Fig. 1: clock wires, drivers and flops
(6 px per micron)
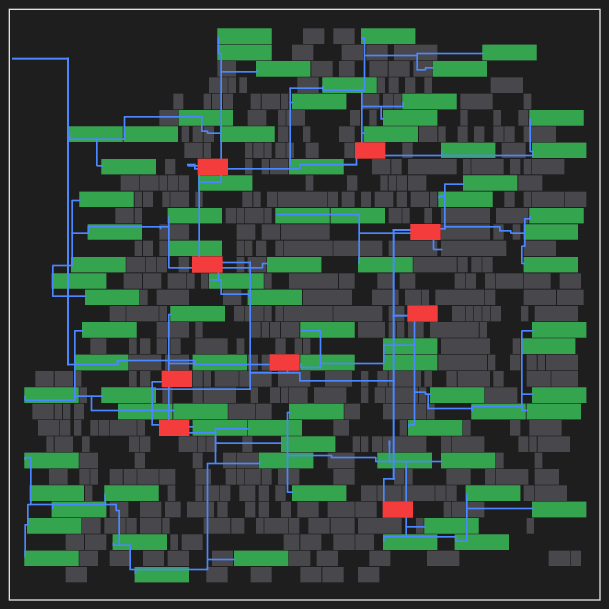
Fig. 2: M2 wires
(4 px per micron) Cells faint in the background.
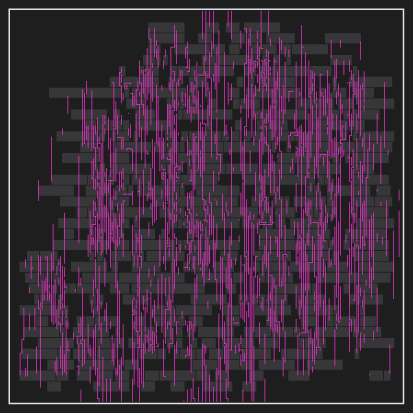
Fig. 3: pin placement
(3 px per micron) Pins as bars across the die edge, other pins in gray.
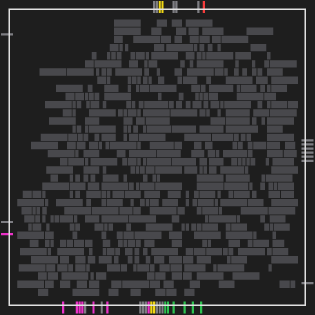
Fig. 4: the clock network
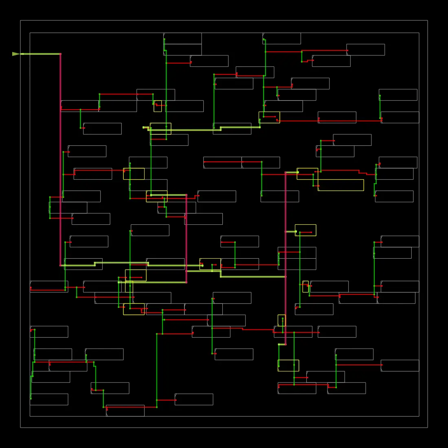
Fig. 5: placed cells, one color a class
(4 px per micron) Fill, decap, tap and diode cells in gray.
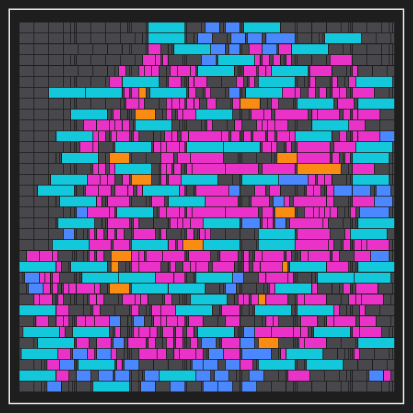
File: config.mk
export PLATFORM = sky130hd
export DESIGN_NAME = cfg_sram_array_flat
export DESIGN_NICKNAME = d
export VERILOG_FILES = /design/src/rtl/cfg_sram_pkg.sv /design/src/rtl/cfg_sram_array_if.sv /design/src/rtl/cfg_scan_ctrl.sv /design/src/rtl/cfg_sram_array.sv /design/src/flat_wrapper.sv
export SDC_FILE = /design/constraint.sdc
export NUM_CORES = 1
export LEC_CHECK = 0
export CORE_MARGIN = 2
export CORE_UTILIZATION = 52
export CTS_CLUSTER_SIZE = 16
export DETAILED_ROUTE_END_ITERATION = 8
export PLACE_DENSITY_LB_ADDON = 0.25
export SKIP_CTS_REPAIR_TIMING = 1
export SYNTH_ARGS = -nofsm -noshare
export SYNTH_HDL_FRONTEND = slang
export SYNTH_SLANG_ARGS = --single-unit
File: constraint.sdc
create_clock -name clk -period 2.6 [get_ports clk]
set_clock_uncertainty 0.2 [all_clocks]
set_input_delay 0.26 -clock clk [delete_from_list [all_inputs] [get_ports clk]]
set_output_delay 0.26 -clock clk [all_outputs]
set_load 0.01 [all_outputs]
File: src/rtl/cfg_sram_pkg.sv
// -----------------------------------------------------------------------------
// cfg_sram_pkg
// Shared definitions for the configuration SRAM array and its scan controller.
//
// Contents:
//   scan_state_t : scan frame FSM state (IDLE, SHIFT, DONE)
//   CRC_POLY     : CRC-8 generator polynomial (x^8 + x^2 + x + 1, low byte)
//   CRC_SEED     : CRC register value at the start of every scan frame
//   crc8_step    : one MSB-first serial CRC-8 update for a single input bit
// -----------------------------------------------------------------------------
package cfg_sram_pkg;

    typedef enum logic [1:0] {
        ST_IDLE  = 2'd0,
        ST_SHIFT = 2'd1,
        ST_DONE  = 2'd2
    } scan_state_t;

    localparam logic [7:0] CRC_POLY = 8'h07;
    localparam logic [7:0] CRC_SEED = 8'h00;

    // MSB-first serial update: the bit leaving crc[7] is combined with the
    // incoming bit; when that feedback is set the polynomial is folded back in.
    function automatic logic [7:0] crc8_step(input logic [7:0] crc,
                                             input logic       bit_in);
        logic fb;
        fb = crc[7] ^ bit_in;
        return {crc[6:0], 1'b0} ^ (fb ? CRC_POLY : 8'h00);
    endfunction

endpackage : cfg_sram_pkg

File: src/rtl/cfg_sram_array_if.sv
// -----------------------------------------------------------------------------
// cfg_sram_array_if
// Bundles the read, write, scan and status signals of cfg_sram_array.
//
// Parameters:
//   DATA_WIDTH : bits per configuration word
//   ADDR_WIDTH : word address bits (DEPTH = 2**ADDR_WIDTH)
//
// Signals (direction seen from the array, i.e. the slave modport):
//   raddr/rdata          : combinational word read port
//   we/waddr/wdata       : word write port
//   scan_en/scan_in      : serial shift request and data
//   scan_out             : chain tail bit
//   cfg_lock             : freezes the array and the scan frame
//   scan_busy/scan_done  : frame in progress / one-cycle completion pulse
//   crc_out              : CRC-8 of the bits shifted in during the frame
//   dbg_state/dbg_count  : scan FSM state and shift counter, for observation
//
// Transfer semantics: there is no valid/ready pairing. A request is taken on
// the rising clock edge at which it is presented; cfg_lock high blocks every
// request, otherwise we wins over scan_en. An accepted write or shift always
// completes in that single cycle, so no back-pressure signal exists.
// -----------------------------------------------------------------------------
interface cfg_sram_array_if #(
    parameter int DATA_WIDTH = 4,
    parameter int ADDR_WIDTH = 4
);
    import cfg_sram_pkg::*;

    localparam int TOTAL_BITS = (2 ** ADDR_WIDTH) * DATA_WIDTH;
    localparam int CNT_W      = $clog2(TOTAL_BITS);

    logic [ADDR_WIDTH-1:0] raddr;
    logic [DATA_WIDTH-1:0] rdata;
    logic                  we;
    logic [ADDR_WIDTH-1:0] waddr;
    logic [DATA_WIDTH-1:0] wdata;
    logic                  scan_en;
    logic                  scan_in;
    logic                  scan_out;
    logic                  cfg_lock;
    logic                  scan_busy;
    logic                  scan_done;
    logic [7:0]            crc_out;
    scan_state_t           dbg_state;
    logic [CNT_W-1:0]      dbg_count;

    modport master (
        output raddr, we, waddr, wdata, scan_en, scan_in, cfg_lock,
        input  rdata, scan_out, scan_busy, scan_done, crc_out,
               dbg_state, dbg_count
    );

    modport slave (
        input  raddr, we, waddr, wdata, scan_en, scan_in, cfg_lock,
        output rdata, scan_out, scan_busy, scan_done, crc_out,
               dbg_state, dbg_count
    );

endinterface : cfg_sram_array_if

File: src/rtl/cfg_scan_ctrl.sv
// -----------------------------------------------------------------------------
// cfg_scan_ctrl
// Tracks scan frames over the configuration chain: FSM, shift counter and the
// running CRC-8 of the bits entering the chain head.
//
// Parameters:
//   TOTAL_BITS : frame length in shifts (>= 2)
//
// Ports:
//   clk, rst   : clock, asynchronous active-high reset
//   i_shift    : a shift is accepted by the array on this edge
//   i_scan_in  : bit entering the chain head with that shift
//   o_busy     : frame in progress (state SHIFT)
//   o_done     : one-cycle pulse after the last shift of a frame (state DONE)
//   o_crc      : CRC-8 of the current frame, or of the last finished frame
//   o_state    : FSM state, for observation
//   o_count    : shifts taken so far in the current frame
// -----------------------------------------------------------------------------
module cfg_scan_ctrl
    import cfg_sram_pkg::*;
#(
    parameter  int TOTAL_BITS = 64,
    localparam int CNT_W      = $clog2(TOTAL_BITS)
) (
    input  logic             clk,
    input  logic             rst,
    input  logic             i_shift,
    input  logic             i_scan_in,
    output logic             o_busy,
    output logic             o_done,
    output logic [7:0]       o_crc,
    output scan_state_t      o_state,
    output logic [CNT_W-1:0] o_count
);

    localparam logic [CNT_W-1:0] LAST_CNT = CNT_W'(TOTAL_BITS - 1);
    localparam logic [CNT_W-1:0] ONE_CNT  = CNT_W'(1);

    scan_state_t      r_state;
    scan_state_t      w_state_nxt;
    logic [CNT_W-1:0] r_count;
    logic [CNT_W-1:0] w_count_nxt;
    logic [7:0]       r_crc;
    logic [7:0]       w_crc_nxt;

    always_ff @(posedge clk or posedge rst) begin
        if (rst) begin
            r_state <= ST_IDLE;
            r_count <= '0;
            r_crc   <= CRC_SEED;
        end else begin
            r_state <= w_state_nxt;
            r_count <= w_count_nxt;
            r_crc   <= w_crc_nxt;
        end
    end

    // Idle cycles inside a frame hold everything, so a frame may be paused
    // for any length of time. The CRC is left untouched in IDLE and DONE so
    // the result of the last frame stays visible until a new frame starts.
    always_comb begin
        w_state_nxt = r_state;
        w_count_nxt = r_count;
        w_crc_nxt   = r_crc;
        case (r_state)
            ST_IDLE, ST_DONE: begin
                if (i_shift) begin
                    w_state_nxt = ST_SHIFT;
                    w_count_nxt = ONE_CNT;
                    w_crc_nxt   = crc8_step(CRC_SEED, i_scan_in);
                end else if (r_state == ST_DONE) begin
                    w_state_nxt = ST_IDLE;
                end
            end
            ST_SHIFT: begin
                if (i_shift) begin
                    w_crc_nxt = crc8_step(r_crc, i_scan_in);
                    if (r_count == LAST_CNT) begin
                        w_state_nxt = ST_DONE;
                        w_count_nxt = '0;
                    end else begin
                        w_count_nxt = r_count + ONE_CNT;
                    end
                end
            end
            default: begin
                w_state_nxt = ST_IDLE;
                w_count_nxt = '0;
                w_crc_nxt   = CRC_SEED;
            end
        endcase
    end

    assign o_busy  = (r_state == ST_SHIFT);
    assign o_done  = (r_state == ST_DONE);
    assign o_crc   = r_crc;
    assign o_state = r_state;
    assign o_count = r_count;

endmodule : cfg_scan_ctrl

File: src/rtl/cfg_sram_array.sv
// -----------------------------------------------------------------------------
// cfg_sram_array
// Register-based configuration memory that can be written word by word or
// loaded/unloaded as one serial scan chain.
//
// Parameters:
//   DATA_WIDTH : bits per word (>= 1)
//   ADDR_WIDTH : word address bits, DEPTH = 2**ADDR_WIDTH
//
// Ports:
//   clk  : clock, all state updates on the rising edge
//   rst  : asynchronous active-high reset, clears array and scan frame
//   bus  : cfg_sram_array_if slave modport (read, write, scan, status)
//
// Chain order: word0 bit0 is the head (scan_in enters here), word(DEPTH-1)
// bit(DATA_WIDTH-1) is the tail (drives scan_out). A shift moves every bit one
// place toward the tail, so the top bit of word d becomes bit 0 of word d+1.
// -----------------------------------------------------------------------------
module cfg_sram_array
    import cfg_sram_pkg::*;
#(
    parameter int DATA_WIDTH = 4,
    parameter int ADDR_WIDTH = 4
) (
    input logic             clk,
    input logic             rst,
    cfg_sram_array_if.slave bus
);

    localparam int DEPTH      = 2 ** ADDR_WIDTH;
    localparam int TOTAL_BITS = DEPTH * DATA_WIDTH;
    localparam int CNT_W      = $clog2(TOTAL_BITS);

    // Packed so that flat bit (d*DATA_WIDTH + b) is word d bit b, which is
    // exactly the chain position of that bit.
    logic [DEPTH-1:0][DATA_WIDTH-1:0] r_mem;
    logic [TOTAL_BITS-1:0]            w_flat;
    logic [TOTAL_BITS-1:0]            w_shifted;
    logic                             w_write;
    logic                             w_shift;

    logic                             w_busy;
    logic                             w_done;
    logic [7:0]                       w_crc;
    scan_state_t                      w_state;
    logic [CNT_W-1:0]                 w_count;

    assign w_flat    = r_mem;
    assign w_shifted = {w_flat[TOTAL_BITS-2:0], bus.scan_in};

    // Lock blocks everything; a write pre-empts a shift requested together
    // with it, and that shift is simply dropped (not deferred).
    assign w_write = bus.we & ~bus.cfg_lock;
    assign w_shift = bus.scan_en & ~bus.we & ~bus.cfg_lock;

    always_ff @(posedge clk or posedge rst) begin
        if (rst) begin
            r_mem <= '0;
        end else if (w_write) begin
            r_mem[bus.waddr] <= bus.wdata;
        end else if (w_shift) begin
            r_mem <= w_shifted;
        end
    end

    // Read port shows the stored value; a write in the same cycle is only
    // visible after the edge.
    assign bus.rdata    = r_mem[bus.raddr];
    assign bus.scan_out = w_flat[TOTAL_BITS-1];

    cfg_scan_ctrl #(
        .TOTAL_BITS (TOTAL_BITS)
    ) u_scan_ctrl (
        .clk       (clk),
        .rst       (rst),
        .i_shift   (w_shift),
        .i_scan_in (bus.scan_in),
        .o_busy    (w_busy),
        .o_done    (w_done),
        .o_crc     (w_crc),
        .o_state   (w_state),
        .o_count   (w_count)
    );

    assign bus.scan_busy = w_busy;
    assign bus.scan_done = w_done;
    assign bus.crc_out   = w_crc;
    assign bus.dbg_state = w_state;
    assign bus.dbg_count = w_count;

endmodule : cfg_sram_array

File: src/flat_wrapper.sv
// flat-port wrapper written by rule: the top's interface ports become plain ports
module cfg_sram_array_flat import cfg_sram_pkg::*;
#(
    parameter int DATA_WIDTH = 4,
    parameter int ADDR_WIDTH = 4
)
  (clk, rst, bus_raddr, bus_we, bus_waddr, bus_wdata, bus_scan_en, bus_scan_in, bus_cfg_lock, bus_rdata, bus_scan_out, bus_scan_busy, bus_scan_done, bus_crc_out, bus_dbg_state, bus_dbg_count);
  cfg_sram_array_if #(.DATA_WIDTH(DATA_WIDTH), .ADDR_WIDTH(ADDR_WIDTH)) bus_i ();
  input logic clk;
  input logic rst;
  input wire logic [$bits(bus_i.raddr)-1:0] bus_raddr;
  input wire logic [$bits(bus_i.we)-1:0] bus_we;
  input wire logic [$bits(bus_i.waddr)-1:0] bus_waddr;
  input wire logic [$bits(bus_i.wdata)-1:0] bus_wdata;
  input wire logic [$bits(bus_i.scan_en)-1:0] bus_scan_en;
  input wire logic [$bits(bus_i.scan_in)-1:0] bus_scan_in;
  input wire logic [$bits(bus_i.cfg_lock)-1:0] bus_cfg_lock;
  output wire logic [$bits(bus_i.rdata)-1:0] bus_rdata;
  output wire logic [$bits(bus_i.scan_out)-1:0] bus_scan_out;
  output wire logic [$bits(bus_i.scan_busy)-1:0] bus_scan_busy;
  output wire logic [$bits(bus_i.scan_done)-1:0] bus_scan_done;
  output wire logic [$bits(bus_i.crc_out)-1:0] bus_crc_out;
  output wire logic [$bits(bus_i.dbg_state)-1:0] bus_dbg_state;
  output wire logic [$bits(bus_i.dbg_count)-1:0] bus_dbg_count;
  assign bus_i.raddr = bus_raddr;
  assign bus_i.we = bus_we;
  assign bus_i.waddr = bus_waddr;
  assign bus_i.wdata = bus_wdata;
  assign bus_i.scan_en = bus_scan_en;
  assign bus_i.scan_in = bus_scan_in;
  assign bus_i.cfg_lock = bus_cfg_lock;
  assign bus_rdata = bus_i.rdata;
  assign bus_scan_out = bus_i.scan_out;
  assign bus_scan_busy = bus_i.scan_busy;
  assign bus_scan_done = bus_i.scan_done;
  assign bus_crc_out = bus_i.crc_out;
  assign bus_dbg_state = bus_i.dbg_state;
  assign bus_dbg_count = bus_i.dbg_count;
  cfg_sram_array #(.DATA_WIDTH(DATA_WIDTH), .ADDR_WIDTH(ADDR_WIDTH)) u_core (.clk(clk), .rst(rst), .bus(bus_i));
endmodule
==> impl_metrics.tcl <==
# place-and-route summary
set metrics [dict create \
    irDropWorstVdd_v 0.0004751 \
    grt_max_degree 65 \
    wl_per_cell_microns 19.17 \
    ys_cells 443 \
    netlist_logic_family_top "AND-OR/OR-AND gates" \
    synth-simple-area-share 0.1632 \
    power_w 0.004355 \
    drt_iter0_markers 364 \
    tapCellCount 108 \
    finalWirelength_mm 11.42 \
    floorplan.core_util 0.5317 \
    clkTransAtPathRegs_ns 0.08 \
    status "finished clean" \
    portBuffers 40 \
    placed_cells 581 \
    netlist_area_sq_mm 0.004614 \
    setup_tns_ns 0 \
    critical_path_class "in2out" \
    ys_sh_aoi 0.2866 \
    seq-cell-share 0.3699 \
    reg2reg_from "u_core.u_scan_ctrl.o_count[0]" \
    num_io_pins 41 \
    synth-edff-count 0 \
    crit_path_end_kind "primary output" \
    ys_seq_elements 80 \
    drtPass1Iterations 5 \
    hold_path.class "in2async" \
    pwr-share-seq 0.459 \
    avgSynthCellArea_sq_um 10.42 \
    finalClockPeriodUsage 0.9283 \
    grt_first_pass_wirelength_mm 19.38 \
    yosysTopAreaCellShare 0.4338 \
    final-nonclk-buf-share 0.1105 \
    fill_cells 699 \
    reg2reg_to "u_core.u_scan_ctrl.o_count[1]" \
    startpoint "bus_raddr[0]" \
    num-nonclk-buffers 58 \
    p_switching_w 0.001465 \
    drive_gt1_frac 0.2111 \
    rsz0062_at_grt "no" \
    arrival_ns 1.95 \
    nets 503 \
    hold_viol 0 \
    synth_top_cell_by_area "dfrtp_1" \
    endpoint "bus_rdata[0]" \
    fin_ws_ns 0.1865 \
    synth.net_count 462 \
    r2r_slack_ns 0.86 \
    max_stage_delay_ns 0.51 \
    final-clk-cell-share 0.03445 \
    slew_viol_final 0 \
    dpl_cell_area_sq_mm 0.005207 \
    gp_congestion 0.9261 \
    dpl.hpwl_mm 8.066 \
    logic_area_sq_mm 0.002474 \
    top_cells_by_count "nand2_1, dfrtp_1, o21ai_0" \
    worst_pin_slew_ns 0.8084 \
    top_cell "nand2_1" \
    synthXorXnorAreaFrac 0.003796 \
    power_leader "sequential cells" \
    use_met1 0.3713 \
    p_int_w 0.002890 \
    switching_share 0.3364 \
    cp_top_family "buffers and inverters" \
    drtAntennaViolNets 0 \
    synth.area.top_cells "dfrtp_1, a2bb2oi_2, mux4_2" \
    p_seq_w 0.00200 \
    post-place-ws_ns -0.1453 \
    largest_register "u_core.r_mem" \
    dr.max_layer_used "met4" \
    grt_util_met3 0.03722 \
    flop_cell "dfrtp_1" \
    clockBufferDepth 2 \
    vias 3711 \
    mux_share 0.07809 \
    cp_num_buf_inv 3 \
    die_y_microns 98.20 \
    post-route-util 0.6236 \
    busiest_layer "met2" \
    comb_cell_power_w 0.00145 \
    wl_met1_mm 5.111 \
    crit_path_start_kind "input port" \
    lay_top_cells "nand2_1, dfrtp_1, o21ai_0, clkdlybuf4s50_1, a2bb2oi_1" \
    inverters_excl_clock 4 \
    via_per_inst 6.227 \
    largest_class "multi-input combinational cells" \
    dr_wl_met2_mm 5.401 \
    ys_seq_share 0.4338 \
    chip_area_sq_mm 0.009643 \
    antenna_found_initial 0 \
    crit_chain "clkdlybuf4s50_1 -> buf_12 -> mux4_2 -> a22oi_1 -> nand3_1 -> dlymetal6s2s_1" \
]
Back to the opening pictures, Fig. 1:
clock wires -> blue  # length 1020 microns
clock-net drivers -> red  # count 9
flip-flops -> green  # count 80
routed clock nets = 10

Back to the opening pictures, Fig. 2:
longest straight run = 48.1 microns
share of all routed wire = 47%
wire length on this layer = 5400 microns

Back to the opening pictures, Fig. 3:
bus_crc_out -> magenta  # pins 8, direction output, edge 7 bottom, 1 left
bus_dbg_count -> green  # pins 6, direction output, edge bottom
bus_waddr -> yellow  # pins 4, direction input, edge 2 bottom, 2 top
bus_scan_out -> red  # pins 1, direction output, edge top

Back to the opening pictures, Fig. 4:
clock-net power: 0.000902 W
clk sinks: 80
clkbuf count: 11
clk_lat worst skew: 0.36 ns

Back to the opening pictures, Fig. 5:
remaining logic cells -> magenta  # cells 335
remaining buffers and delay cells -> blue  # cells 58
clock drivers and dummy loads -> orange  # cells 15
registers -> cyan  # cells 80

Power figures rest on the tool's default switching activity, not on a simulated workload.
